Fig. 1: drive-strength map
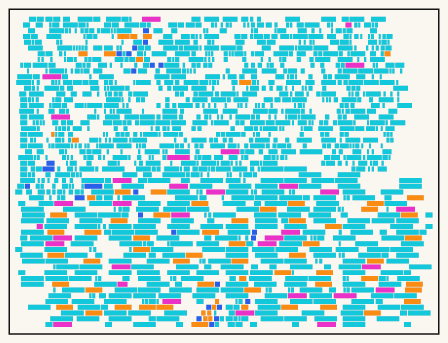
Fig. 2: a small window of the routed layout
Region (142, 104) to (162, 124) um. Cells in gray, sequential cells in the stronger gray; small squares are vias.
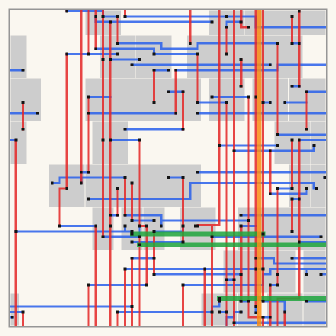
Fig. 3: cell outlines without signal wires
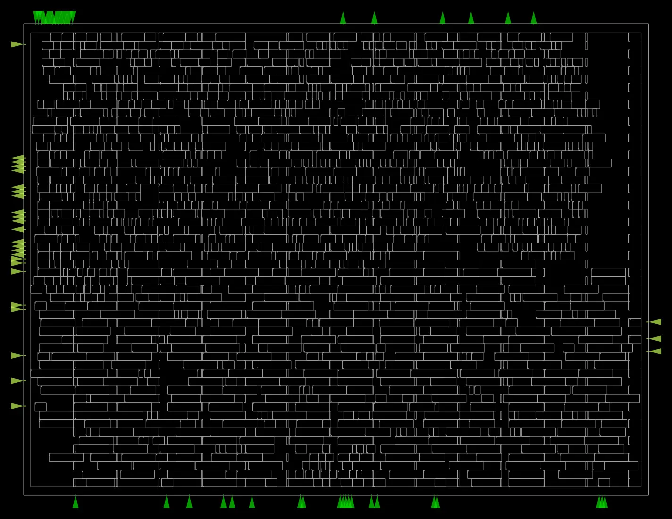
Fig. 4: ports around the boundary
Scale bar: 50 um. Pins as bars across the die edge, other pins in gray.
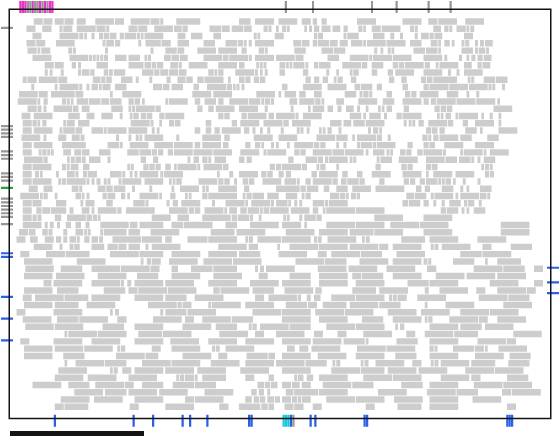
==> config.mk <==
export PLATFORM = sky130hd
export DESIGN_NAME = ws2812_frame_sequencer
export DESIGN_NICKNAME = d
export VERILOG_FILES = /design/src/rtl/ws2812_pkg.sv /design/src/rtl/ws2812_pixel_scale.sv /design/src/rtl/ws2812_frame_sequencer.sv
export SDC_FILE = /design/constraint.sdc
export NUM_CORES = 1
export LEC_CHECK = 0
export CORE_ASPECT_RATIO = 0.75
export CORE_MARGIN = 2
export CORE_UTILIZATION = 55
export DETAILED_ROUTE_END_ITERATION = 8
export HOLD_SLACK_MARGIN = 0.15
export PLACE_DENSITY_LB_ADDON = 0.1
export SLEW_MARGIN = 20
export SYNTH_ARGS = -nofsm -noshare
export SYNTH_HDL_FRONTEND = slang
export SYNTH_HIERARCHICAL = 1
export SYNTH_SLANG_ARGS = --single-unit
==> constraint.sdc <==
create_clock -name Clk -period 12.42 [get_ports Clk]
set_input_delay 3.726 -clock Clk [delete_from_list [all_inputs] [get_ports Clk]]
set_output_delay 3.726 -clock Clk [all_outputs]
set_load 0.02 [all_outputs]
==> src/rtl/ws2812_pkg.sv <==
`default_nettype none
// ============================================================================
//  Module      : ws2812_pkg
//  Description : Shared constants for the WS2812 pixel path: word width,
//                channel lanes, sequencer state encodings, channel scaler.
//  Revision    : 1.0  initial release
// ============================================================================
package ws2812_pkg;

    localparam int PIXEL_W = 24;

    // Channel lanes inside a host pixel word {R, G, B}
    localparam int R_LSB = 16;
    localparam int G_LSB = 8;
    localparam int B_LSB = 0;

    localparam logic [2:0] S_IDLE      = 3'd0;
    localparam logic [2:0] S_FETCH     = 3'd1;
    localparam logic [2:0] S_SCALE     = 3'd2;
    localparam logic [2:0] S_ISSUE     = 3'd3;
    localparam logic [2:0] S_WAIT_LOW  = 3'd4;
    localparam logic [2:0] S_WAIT_HIGH = 3'd5;
    localparam logic [2:0] S_FRAME_END = 3'd6;

    // (c * (b + 1)) >> 8 : b = 255 is identity, b = 0 blanks the channel
    function automatic logic [7:0] scale_channel(input logic [7:0] c, input logic [7:0] b);
        logic [15:0] prod;
        prod = {8'd0, c} * ({8'd0, b} + 16'd1);
        return prod[15:8];
    endfunction

endpackage
`default_nettype wire

==> src/rtl/ws2812_pixel_scale.sv <==
`default_nettype none
// ============================================================================
//  Module      : ws2812_pixel_scale
//  Description : Brightness scale, GRB reorder and bit reversal of one pixel
//                so an LSB-first serializer emits G7 first.
//  Revision    : 1.0  initial release
// ============================================================================
module ws2812_pixel_scale
    import ws2812_pkg::*;
(
    input  logic [PIXEL_W-1:0] i_pixel,
    input  logic [7:0]         i_brightness,
    output logic [PIXEL_W-1:0] o_word
);

    logic [7:0]         w_r;
    logic [7:0]         w_g;
    logic [7:0]         w_b;
    logic [PIXEL_W-1:0] w_pre;

    assign w_r   = scale_channel(i_pixel[R_LSB +: 8], i_brightness);
    assign w_g   = scale_channel(i_pixel[G_LSB +: 8], i_brightness);
    assign w_b   = scale_channel(i_pixel[B_LSB +: 8], i_brightness);
    assign w_pre = {w_g, w_r, w_b};

    for (genvar i = 0; i < PIXEL_W; i++) begin : g_rev
        assign o_word[i] = w_pre[PIXEL_W-1-i];
    end

endmodule
`default_nettype wire

==> src/rtl/ws2812_frame_sequencer.sv <==
`default_nettype none
// ============================================================================
//  Module      : ws2812_frame_sequencer
//  Description : Frame RAM plus sequencer that feeds scaled, GRB-ordered
//                pixel words to the WS2812 serializer one at a time.
//  Revision    : 1.0  initial release
// ============================================================================
module ws2812_frame_sequencer
    import ws2812_pkg::*;
#(
    parameter int NUM_LEDS = 8,
    parameter int ADDR_W   = (NUM_LEDS > 1) ? $clog2(NUM_LEDS) : 1,
    parameter int BITWIDTH = 24
) (
    input  logic                Clk,
    input  logic                Reset,
    input  logic                WrEn,
    input  logic [ADDR_W-1:0]   WrAddr,
    input  logic [BITWIDTH-1:0] WrData,
    input  logic [7:0]          Brightness,
    input  logic                Start,
    output logic                Busy,
    output logic                FrameDone,
    output logic [BITWIDTH-1:0] PixelData,
    output logic                PixelLoad,
    input  logic                PixelDone
);

    localparam logic [ADDR_W:0]   c_num_leds = (ADDR_W+1)'(NUM_LEDS);
    localparam logic [ADDR_W-1:0] c_last_idx = ADDR_W'(NUM_LEDS - 1);

    logic [BITWIDTH-1:0] r_ram [NUM_LEDS];
    logic [BITWIDTH-1:0] r_rd_data;
    logic [BITWIDTH-1:0] r_pixel_data;
    logic [2:0]          r_state;
    logic [ADDR_W-1:0]   r_index;
    logic                r_pending;
    logic [7:0]          r_bright;
    logic                r_load;
    logic                w_wr_ok;
    logic [BITWIDTH-1:0] w_scaled;

    assign w_wr_ok = WrEn && ({1'b0, WrAddr} < c_num_leds);

    // A write landing on the address being fetched is forwarded (write-first)
    always_ff @(posedge Clk) begin
        if (w_wr_ok) begin
            r_ram[WrAddr] <= WrData;
        end
        if (r_state == S_FETCH) begin
            r_rd_data <= (w_wr_ok && (WrAddr == r_index)) ? WrData : r_ram[r_index];
        end
    end

    ws2812_pixel_scale u_scale (
        .i_pixel      (r_rd_data),
        .i_brightness (r_bright),
        .o_word       (w_scaled)
    );

    always_ff @(posedge Clk) begin
        if (Reset) begin
            r_state      <= S_IDLE;
            r_index      <= '0;
            r_pending    <= 1'b0;
            r_bright     <= 8'd0;
            r_pixel_data <= '0;
            r_load       <= 1'b0;
        end else begin
            // Registered so the serializer reset is a clean one-cycle pulse
            r_load <= (r_state == S_ISSUE);

            if (Start && (r_state != S_IDLE) && (r_state != S_FRAME_END)) begin
                r_pending <= 1'b1;
            end

            case (r_state)
                S_IDLE: begin
                    if (Start) begin
                        r_bright <= Brightness;
                        r_index  <= '0;
                        r_state  <= S_FETCH;
                    end
                end
                S_FETCH: r_state <= S_SCALE;
                S_SCALE: begin
                    r_pixel_data <= w_scaled;
                    r_state      <= S_ISSUE;
                end
                S_ISSUE: r_state <= S_WAIT_LOW;
                S_WAIT_LOW: begin
                    if (!PixelDone) begin
                        r_state <= S_WAIT_HIGH;
                    end
                end
                S_WAIT_HIGH: begin
                    if (PixelDone) begin
                        if (r_index == c_last_idx) begin
                            r_state <= S_FRAME_END;
                        end else begin
                            r_index <= r_index + ADDR_W'(1);
                            r_state <= S_FETCH;
                        end
                    end
                end
                S_FRAME_END: begin
                    // A Start arriving right now is treated as the queued frame
                    if (r_pending || Start) begin
                        r_pending <= 1'b0;
                        r_bright  <= Brightness;
                        r_index   <= '0;
                        r_state   <= S_FETCH;
                    end else begin
                        r_state <= S_IDLE;
                    end
                end
                default: r_state <= S_IDLE;
            endcase
        end
    end

    assign Busy      = (r_state != S_IDLE) && (r_state != S_FRAME_END);
    assign FrameDone = (r_state == S_FRAME_END);
    assign PixelData = r_pixel_data;
    assign PixelLoad = r_load;

endmodule
`default_nettype wire

==> deck_impl_summary.md <==
Physical Implementation Snapshot

Yosys
  • Adder share: 22.50%
  • Yosys stat chip area: 0.01618 mm2
  • FFs w/ async S/R, synth: 0%
  • Main flop type: edfxtp_1
  • Max-area cell share: 40.08%
  • Ys Warns: 6
  • Mapped Nets: 1551
  • Number of enable flip-flop cells: 216
  • Multiplexer share of the synthesized area: 8.790%
  • Sequential element share of the synthesized area: 45.03%
  • Top post-synthesis cells by area: edfxtp_1, fa_1, ha_1
  • Netlist cell types: 56
  • Top cells by count: edfxtp_1, inv_1, and2_1
  • Yosys aoi share: 4.059%
  • Synth Cell Area: 0.01618 mm2
  • Top cell type by instance count after synthesis: edfxtp_1
  • Yosys cell count: 1292
  • And+or+nand+nor area frac: 12.17%
  • Mean Syn Cell Area: 12.53 um2
  • Synth Area in XOR/XNOR: 2.435%
  • Dominant comb cell: adder cells
  • Yosys top cell by area: edfxtp_1

Global routing
  • Largest net degree at the start of global routing: 50
  • Global route overflow: 0
  • First-pass GRT wire length: 55.68 mm
  • GRT busiest layer: met1
  • Met3 usage: 3.785%
  • Vias in the first global route: 10010
  • Antenna violations before repair: 1
  • GRT Total Usage: 23.12%
  • M1 GR Usage: 36.77%
  • GR met2 Demand/Resource: 34.02%

Layout
  • Register with the most flip-flops: r_ram
  • Commonest Layout Cell: edfxtp_1
  • Post-Layout Inst Area: 0.01814 mm2
  • Layout Nets: 1614
  • Clk tree area frac: 4.531%
  • Clock buf count: 37
  • Non-Filler Instances: 1765
  • Top cell category: combinational gates
  • Gate Area: 0.008137 mm2
  • Seq area share: 40.20%
  • Multi-input comb cells: 829
  • Signal buf overhead: 4.469%
  • Top Layout Cells: edfxtp_1, inv_1, and2_1
  • Inverters: 156
  • Layout cells sized above 1: 9.184%
  • Core Util, Final: 62.59%
  • N_diodes: 1
  • Max reg flops: 192
  • Logic share of the area: 44.85%
  • Registers: 256

Worst setup path
  • Reg2reg path depth: 19
  • Crit path largest cell delay: 0.96 ns
  • Crit. Startpoint: r_bright[0]$_SDFFE_PP0P_
  • R2R Setup Slk: 6.23 ns
  • Buf/Inv on CP: 2
  • Delay-heaviest family, CP: adder cells
  • Crit-path cells: ha_1 -> nand3_2 -> xnor2_1 -> buf_4 -> nand2_1 -> fa_1 -> fa_1 -> inv_1 -> fa_1 -> fa_1 -> ha_1 -> and3_1 -> a221oi_1 -> a21oi_1 -> nor3_2 -> o21ai_0 -> xor2_1 -> nand2_1 -> a21oi_1
  • Worst EP required: 12.89 ns
  • Crit path max fanout: 25
  • Critical Path Most Common Cell: fa_1
  • Crit-path slowest cell: dfxtp_1
  • RR Endpoint: PixelData[18]$_SDFFE_PP0N_
  • Worst Setup EP: PixelData[18]$_SDFFE_PP0N_
  • Setup crit end kind: flop
  • FF-to-FF Start: r_bright[0]$_SDFFE_PP0P_
  • Worst setup SP type: flop
  • CP Data Arrival Time: 6.66 ns
  • Cell depth of the worst setup path: 19

Timing
  • Setup Skew: 0.009515 ns
  • Minimum clock period: 6.187 ns
  • Worst-Margin Slew: 0.9762 ns
  • Fin. Hold Viols: 0
  • Hold Slack: 0.4574 ns
  • Pins Over Slew Limit: 0
  • Unrepaired setup endpoints after global routing: no
  • Final TNS setup: 0 ns
  • Final period utilization: 49.82%
  • Peak Freq: 161.6 MHz
  • Rel. slew slack: 34.83%
  • Final setup violation count: 0

Worst hold path
  • Hold Path Origin: PixelData[2]$_SDFFE_PP0N_
  • Hold Crit Class: flop to flop
  • Hold Path End: PixelData[2]$_SDFFE_PP0N_
  • Hold path depth: 2

Pwr
  • Power Dens Cells: 129.7 mW/mm2
  • Seq. pwr: 1.02 mW
  • Pwr top: registers
  • Sw Share: 29.29%
  • Peak supply drop: 0.0001238 V
  • Combinational share of power: 24.3%
  • Leak Pwr: 7.287 nW
  • Combinational cell power: 0.573 mW
  • Clock power frac: 32.5%
  • Pint: 1.663 mW
  • Power Clock: 0.763 mW
  • Sequential power share: 43.2%
  • Switching power: 0.6890 mW
  • Design Power: 2.352 mW

Clock network
  • Root Buffer: clkbuf_16
  • H-tree depth: 1
  • Reg clk slew, reported paths: 0.06 ns
  • CTS resizes: 0
  • CTS sink count: 256
  • CTS hold repair buffers: 0
  • TritonCTS buffer count: 26
  • Latency at later pin: 0.54 ns
  • TritonCTS clock tree: built
  • Post-CTS setup buffer count: 0

Route
  • Top Metal Used: met4
  • DR iter-0 viols: 663
  • WL per Instance: 18.94 um
  • Met3 wire len: 1.714 mm
  • DRC errors left: 0
  • Final wirelength: 33.43 mm
  • Routed wl met2: 14.53 mm
  • Routed vias/inst: 5.404
  • Post-route ant nets: 0
  • Routed vias: 9538
  • M1 wire length: 16.75 mm
  • Initial DRT Pass Iterations: 5

Outcome
  • Outcome: complete, no violations

Die
  • FP Util: 55.84%
  • Tap Cells: 392
  • IO Pins: 67
  • Row count: 54
  • Full die area: 0.03083 mm2

Flow run
  • Max cap viols: 0
  • Log Warnings: 26

Placed design
  • Dpl cell area: 0.01731 mm2
  • Post-DP HPWL: 22.61 mm
  • Placed Cells incl. Taps: 1719
  • Setup Slack @ Placement: 6.277 ns
  • GP Congestion: 0.8095
Back to the opening pictures, Fig. 1:
| color | size | cells | share |
|---|---|---|---|
| magenta | x6 and larger | 32 | 2.3% |
| orange | x2 | 69 | 5.0% |
| blue | x3 and x4 | 25 | 1.8% |
| cyan | x1 and smaller | 1246 | 91% |
synthesis-to-finish area growth: 12.09%
Signal buffers: 86
setup ws final: 6.233 ns

Back to the opening pictures, Fig. 2:
| color | layer |
|---|---|
| green | M3 |
| red | M2 |
| orange | M4 |
| blue | M1 |
cells with their middle in the window: 26
sequential cells in the window: 0
most frequent: and2_1 (11), nand2_1 (5), fa_1 (5)

Back to the opening pictures, Fig. 3:
CORE AREA: 0.02899 mm2
# fillers: 2238

Back to the opening pictures, Fig. 4:
| color | port | pins | direction | edge |
|---|---|---|---|---|
| blue | WrData | 24 | input | 16 south, 5 west, 3 east |
| cyan | WrAddr | 3 | input | south |
| green | PixelLoad | 1 | output | west |
| magenta | Brightness | 8 | input | north |
all pins by edge: 24 west, 20 north, 20 south, 3 east
Die X: 202.1 um
die height: 152.6 um
Port Buffers: 66

Power and IR drop assume default switching activity.
